## src/rtl/dac_stream_pkg.sv

```systemverilog
// Shared types and constants for the DAC stream model: FSM states, gain
// factors, the FIFO entry layout and the code-to-analog conversion.
package dac_stream_pkg;

  localparam int CODE_W     = 8;
  localparam int HOLD_WIDTH = 4;

  localparam real GAIN_LO = 1.0;
  localparam real GAIN_HI = 3.0;

  typedef enum logic [1:0] {
    IDLE   = 2'd0,
    SETTLE = 2'd1,
    HOLD   = 2'd2
  } state_t;

  typedef struct packed {
    logic [CODE_W-1:0]     code;
    logic                  gain;
    logic [HOLD_WIDTH-1:0] hold;
  } entry_t;

  // The code is unsigned, so full-scale converts exactly.
  function automatic real entry_to_real(input entry_t e, input real lsb);
    return real'(e.code) * lsb * (e.gain ? GAIN_HI : GAIN_LO);
  endfunction

endpackage

```

## src/rtl/dac_sample_fifo.sv

```systemverilog
// Small synchronous FIFO of DAC entries. The ready flag is registered and
// reflects "not full" so a full FIFO never accepts a push, even alongside a pop.
module dac_sample_fifo
  import dac_stream_pkg::*;
#(
  parameter int DEPTH = 4
) (
  input  logic                   clk,
  input  logic                   rst,
  input  logic                   push,
  input  entry_t                 push_data,
  input  logic                   pop,
  output entry_t                 pop_data,
  output logic                   ready,
  output logic                   empty,
  output logic [$clog2(DEPTH):0] level
);

  localparam int AW = $clog2(DEPTH);
  localparam logic [AW-1:0] PTR_ONE  = AW'(1);
  localparam logic [AW:0]   LVL_ONE  = (AW+1)'(1);
  localparam logic [AW:0]   LVL_FULL = (AW+1)'(DEPTH);

  entry_t        mem_r [DEPTH];
  logic [AW-1:0] wr_ptr_r;
  logic [AW-1:0] rd_ptr_r;
  logic [AW:0]   level_r;
  logic [AW:0]   level_nxt_s;
  logic          ready_r;
  logic          do_push_s;
  logic          do_pop_s;

  // Qualify requests and compute next occupancy.
  always_comb begin
    do_push_s = push && ready_r;
    do_pop_s  = pop && (level_r != '0);
    if (do_push_s && !do_pop_s) begin
      level_nxt_s = level_r + LVL_ONE;
    end else if (!do_push_s && do_pop_s) begin
      level_nxt_s = level_r - LVL_ONE;
    end else begin
      level_nxt_s = level_r;
    end
  end

  // Storage array; contents need no reset since occupancy gates reads.
  always_ff @(posedge clk) begin
    if (do_push_s) begin
      mem_r[wr_ptr_r] <= push_data;
    end
  end

  // Pointers, occupancy and registered ready.
  always_ff @(posedge clk) begin
    if (rst) begin
      wr_ptr_r <= '0;
      rd_ptr_r <= '0;
      level_r  <= '0;
      ready_r  <= 1'b0;
    end else begin
      if (do_push_s) begin
        wr_ptr_r <= wr_ptr_r + PTR_ONE;
      end
      if (do_pop_s) begin
        rd_ptr_r <= rd_ptr_r + PTR_ONE;
      end
      level_r <= level_nxt_s;
      ready_r <= (level_nxt_s != LVL_FULL);
    end
  end

  assign pop_data = mem_r[rd_ptr_r];
  assign ready    = ready_r;
  assign empty    = (level_r == '0);
  assign level    = level_r;

endmodule

```

## config.mk

```make
export PLATFORM = sky130hd
export DESIGN_NAME = dac_sample_fifo
export DESIGN_NICKNAME = d
export VERILOG_FILES = /design/src/rtl/dac_stream_pkg.sv /design/src/rtl/dac_sample_fifo.sv
export SDC_FILE = /design/constraint.sdc
export NUM_CORES = 1
export LEC_CHECK = 0
export CAP_MARGIN = 20
export CELL_PAD_IN_SITES_DETAIL_PLACEMENT = 2
export CELL_PAD_IN_SITES_GLOBAL_PLACEMENT = 2
export CORE_ASPECT_RATIO = 0.8
export CORE_UTILIZATION = 40
export CTS_BUF_LIST = sky130_fd_sc_hd__clkbuf_8 sky130_fd_sc_hd__clkbuf_16
export DETAILED_ROUTE_END_ITERATION = 6
export PLACE_DENSITY = 0.76
export SLEW_MARGIN = 20
export SYNTH_ARGS = -nofsm -noshare
export SYNTH_HDL_FRONTEND = slang
export SYNTH_SLANG_ARGS = --single-unit
```

## constraint.sdc

```tcl
create_clock -name clk -period 1.7 [get_ports clk]
set_input_delay 0.34 -clock clk [delete_from_list [all_inputs] [get_ports clk]]
set_output_delay 0.34 -clock clk [all_outputs]
set_load 0.005 [all_outputs]
```

Routing congestion:
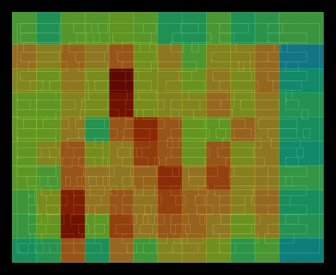
WL per Instance: 22.86 um
global-route layer with the greatest usage: met2
total track usage: 21.75%
GR Util met2: 38.12%
met3 Track Usage GR: 6.768%

Cell classes on the final placement:
The bar under the picture is 20 um long.
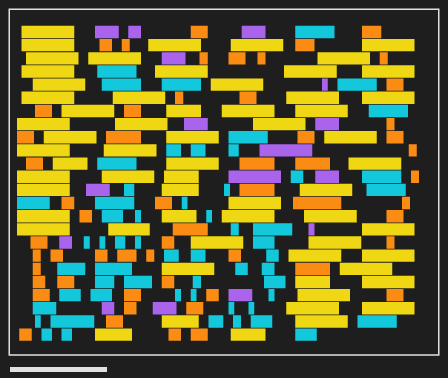
- purple: clock drivers and dummy loads (cells 16; share of their area 6.7%)
- yellow: registers (cells 62; share of their area 55%)
- orange: remaining buffers and delay cells (cells 56; share of their area 17%)
- cyan: remaining logic cells (cells 57; share of their area 21%)
Seq/total area: 53.66%
area inside the core boundary: 5615 sq um
share of the core filled with cells in the final layout: 58.71%
post-route standard cell area excluding fillers: 3297 sq um

==> results.yml <==
# implementation run metrics
yosys:
  synth.top_cells.by_area: "sky130_fd_sc_hd__edfxtp_1 (65%), sky130_fd_sc_hd__mux4_2 (12%), sky130_fd_sc_hd__dfxtp_1 (8.4%)"
  synth-cells-yosys: 122
  synth_async_sr_flop_share_pct: 0
  flop_cell: "sky130_fd_sc_hd__edfxtp_1"
  synth.top_cell.area_share_pct: 65.24
  synthesized_instance_count: 122
  enable_flop_cells: 52
  avgSynthCellArea_sq_um: 19.62
  yosys_area_sq_um: 2394
  synth_flop_count: 62
  synth_top_cell_by_area: "sky130_fd_sc_hd__edfxtp_1"
  netlist-cell-type-count: 24
  yosys_warnings: 0
  sequential_cell_area_fraction_in_the_yosys_report_pct: 73.60
  syn-num-nets: 146
  synth.cell_area_sq_um: 2394
power_and_ir_drop:
  power_switching_mw: 1.436
  power_density_nw_per_um2: 1533
  swShare_pct: 28.41
  power.combinational.fraction_pct: 33.6
  top_power_group: "sequential cells"
  pwr-share-clk_pct: 28.1
  peak_vdd_ir_mv: 0.7373
  p_leak_nw: 1.172
  pg_comb_mw: 1.70
  seq_power_share_pct: 38.4
  pg_clk_mw: 1.42
  seq_power_mw: 1.94
  fin_total_pwr_mw: 5.056
  power.internal_mw: 3.619
route:
  met3WireLength_um: 232
  drt_pass1_iterations: 4
  routed_wirelength_um: 6149
  first_iter_violations: 61
  avgViaCountPerCell: 4.929
  route.detailed.drc: 0
  detailroute.wirelength.met2_um: 3435
  residual_antenna_violating_net_count_after_detailed_routing: 0
  top_layer_used: "met4"
  dr_total_vias: 1326
  m1WireLength_um: 2418
worst_setup_path:
  start_kind: "register"
  critical_path_class: "reg2out"
  cpPeakStageDelay_ns: 0.49
  setup.worst_path.end_class: "output pin"
  worstPathRequired_ns: 1.36
  regToRegStartpoint: "level[1]$_SDFF_PP0_"
  critical_path.n_buffers_inverters: 3
  timing.critical_path.cells: "buf_16, buf_6, mux4_2, buf_6"
  cpMostUsedCell: "sky130_fd_sc_hd__buf_6"
  path_delay_family: "multiplexers"
  cell_at_the_slowest_stage_of_the_critical_path: "sky130_fd_sc_hd__mux4_2"
  worst-endpoint-arrival_ns: 1.60
  worst-path-max-fanout: 5
grt:
  wire_length_of_the_first_global_routing_pass_um: 9142
  globalRouteMet1Util_pct: 25.60
  globalRoute.totalOverflow: 0
  number_of_antenna_violations_at_the_first_check_in_global_routing: 0
  vias_in_the_first_global_route: 1533
  grt_start_max_net_pins: 14
outcome:
  violations: "negative setup slack"
  run_status: "finished with violations"
clocking:
  cts_buffers: 9
  post_cts_resize_count: 64
  cts.reportedPaths.clkPinSlew_ns: 0.07
  clock_tree.root_cell: "sky130_fd_sc_hd__clkbuf_8"
  post-cts-setup-buffer-count: 3
  ctsHoldBuffers: 0
  numClockSinks: 62
  tritoncts: "done"
  cts.path.max_buffers: 2
  cts-htree-levels: 3
  worstSkewPairLatency_ns: 0.34
floorplan:
  die_area_sq_um: 6299
  ioPinCount: 35
  die_y_um: 71.19
  floorplan.core_util_pct: 42.62
  core_rows: 24
  die_width_um: 88.49
final_timing:
  finalHoldViolCount: 0
  drv_slew: 0
  fmax_mhz: 515.1
  timing.final.ws_setup_ns: -0.2413
  fin_worst_skew_ns: 0.008141
  finalSetupViolations: 13
  max_slew_margin_pct: 75.27
  tightest_slew_ns: 0.3697
  layout_min_cycle_time_ns: 1.941
  layout_worst_path_cycle_share_pct: 114.2
  setup-tns-final_ns: -2.197
  rsz0062_at_grt: "yes"
  final.hold.worst_slack_ns: 0.5940
placed_design:
  placement.setup.worst_slack_ns: -0.1959
  buffer_ports.inserted: 34
  gp_routability_congestion: 0.7357
  dp.final_hpwl_um: 3784
  detailed_place.area_sq_um: 2974
  place_inst: 242
layout:
  drive_gt1_share_pct: 42.93
  mostFrequentLayoutCells: "sky130_fd_sc_hd__edfxtp_1 (52), sky130_fd_sc_hd__clkdlybuf4s50_1 (20), sky130_fd_sc_hd__mux4_2 (13), sky130_fd_sc_hd__buf_4 (13), sky130_fd_sc_hd__buf_2 (12)"
  nets_finish: 210
  final_common_cell: "sky130_fd_sc_hd__edfxtp_1"
  insertedDiodeCount: 0
  final_cells: 269
  flow.area_growth_from_synthesis_pct: 37.74
flow_run:
  drv.max_cap_violation_count: 0
  warning_count: 33
worst_hold_path:
  hold_path_startpoint: "rd_ptr_r[0]$_SDFFE_PP0P_"
  worst_hold_path_type: "reg2reg"
[layout make-up]
| class | count | area (sq um) |
|---|---|---|
| Sequential cell | 62 | 1769 |
| Clock buffer | 9 | 123.9 |
| Tap cell | 78 | 97.59 |
| Timing Repair Buffer | 56 | 544.3 |
| Fill cell | 480 | 2318 |
| Inverter | 5 | 21.27 |
| Multi-Input combinational cell | 52 | 650.6 |
| Clock inverter | 7 | 90.09 |
[path summary, 6_finish.rpt]
check | endpoint | slack, ns | cells past startpoint
worst min register to register | register | 0.59 | 2
worst min-delay path | register | 0.59 | 2
worst max-delay path | pop_data[9] | -0.24 | 4
worst max register to register | ready$_SDFF_PP0_ | 0.14 | 8
[synthesized netlist by cell type (2+ instances only)]
master and number:
sky130_fd_sc_hd__mux4_2 13, sky130_fd_sc_hd__nand3_1 2, sky130_fd_sc_hd__nand2_1 2, sky130_fd_sc_hd__nor2_1 7
sky130_fd_sc_hd__and3_2 4, sky130_fd_sc_hd__nand2b_1 2, sky130_fd_sc_hd__xor2_1 2, sky130_fd_sc_hd__inv_1 5
sky130_fd_sc_hd__ha_1 7, sky130_fd_sc_hd__dfxtp_1 10, sky130_fd_sc_hd__edfxtp_1 52, sky130_fd_sc_hd__xnor2_1 4
[sequential cells by signal, summed over array words and instances (netlist names), named ones only]
register / count
ready: 1
rd_ptr_r: 2
mem_r: 52
wr_ptr_r: 2
level: 3
[cells by family after synthesis]
kind of cell	after synthesis	share of synthesized area, %
multiplexers	13	12.23
XOR/XNOR	6	2.195
AND/OR/NAND/NOR	20	4.601
AND-OR/OR-AND	6	2.300
adder cells (fa/ha/maj)	7	3.659
buffers and inverters	8	1.411
flip-flops	62	73.60
No activity file was given, so power comes from the tool's default toggle rates.
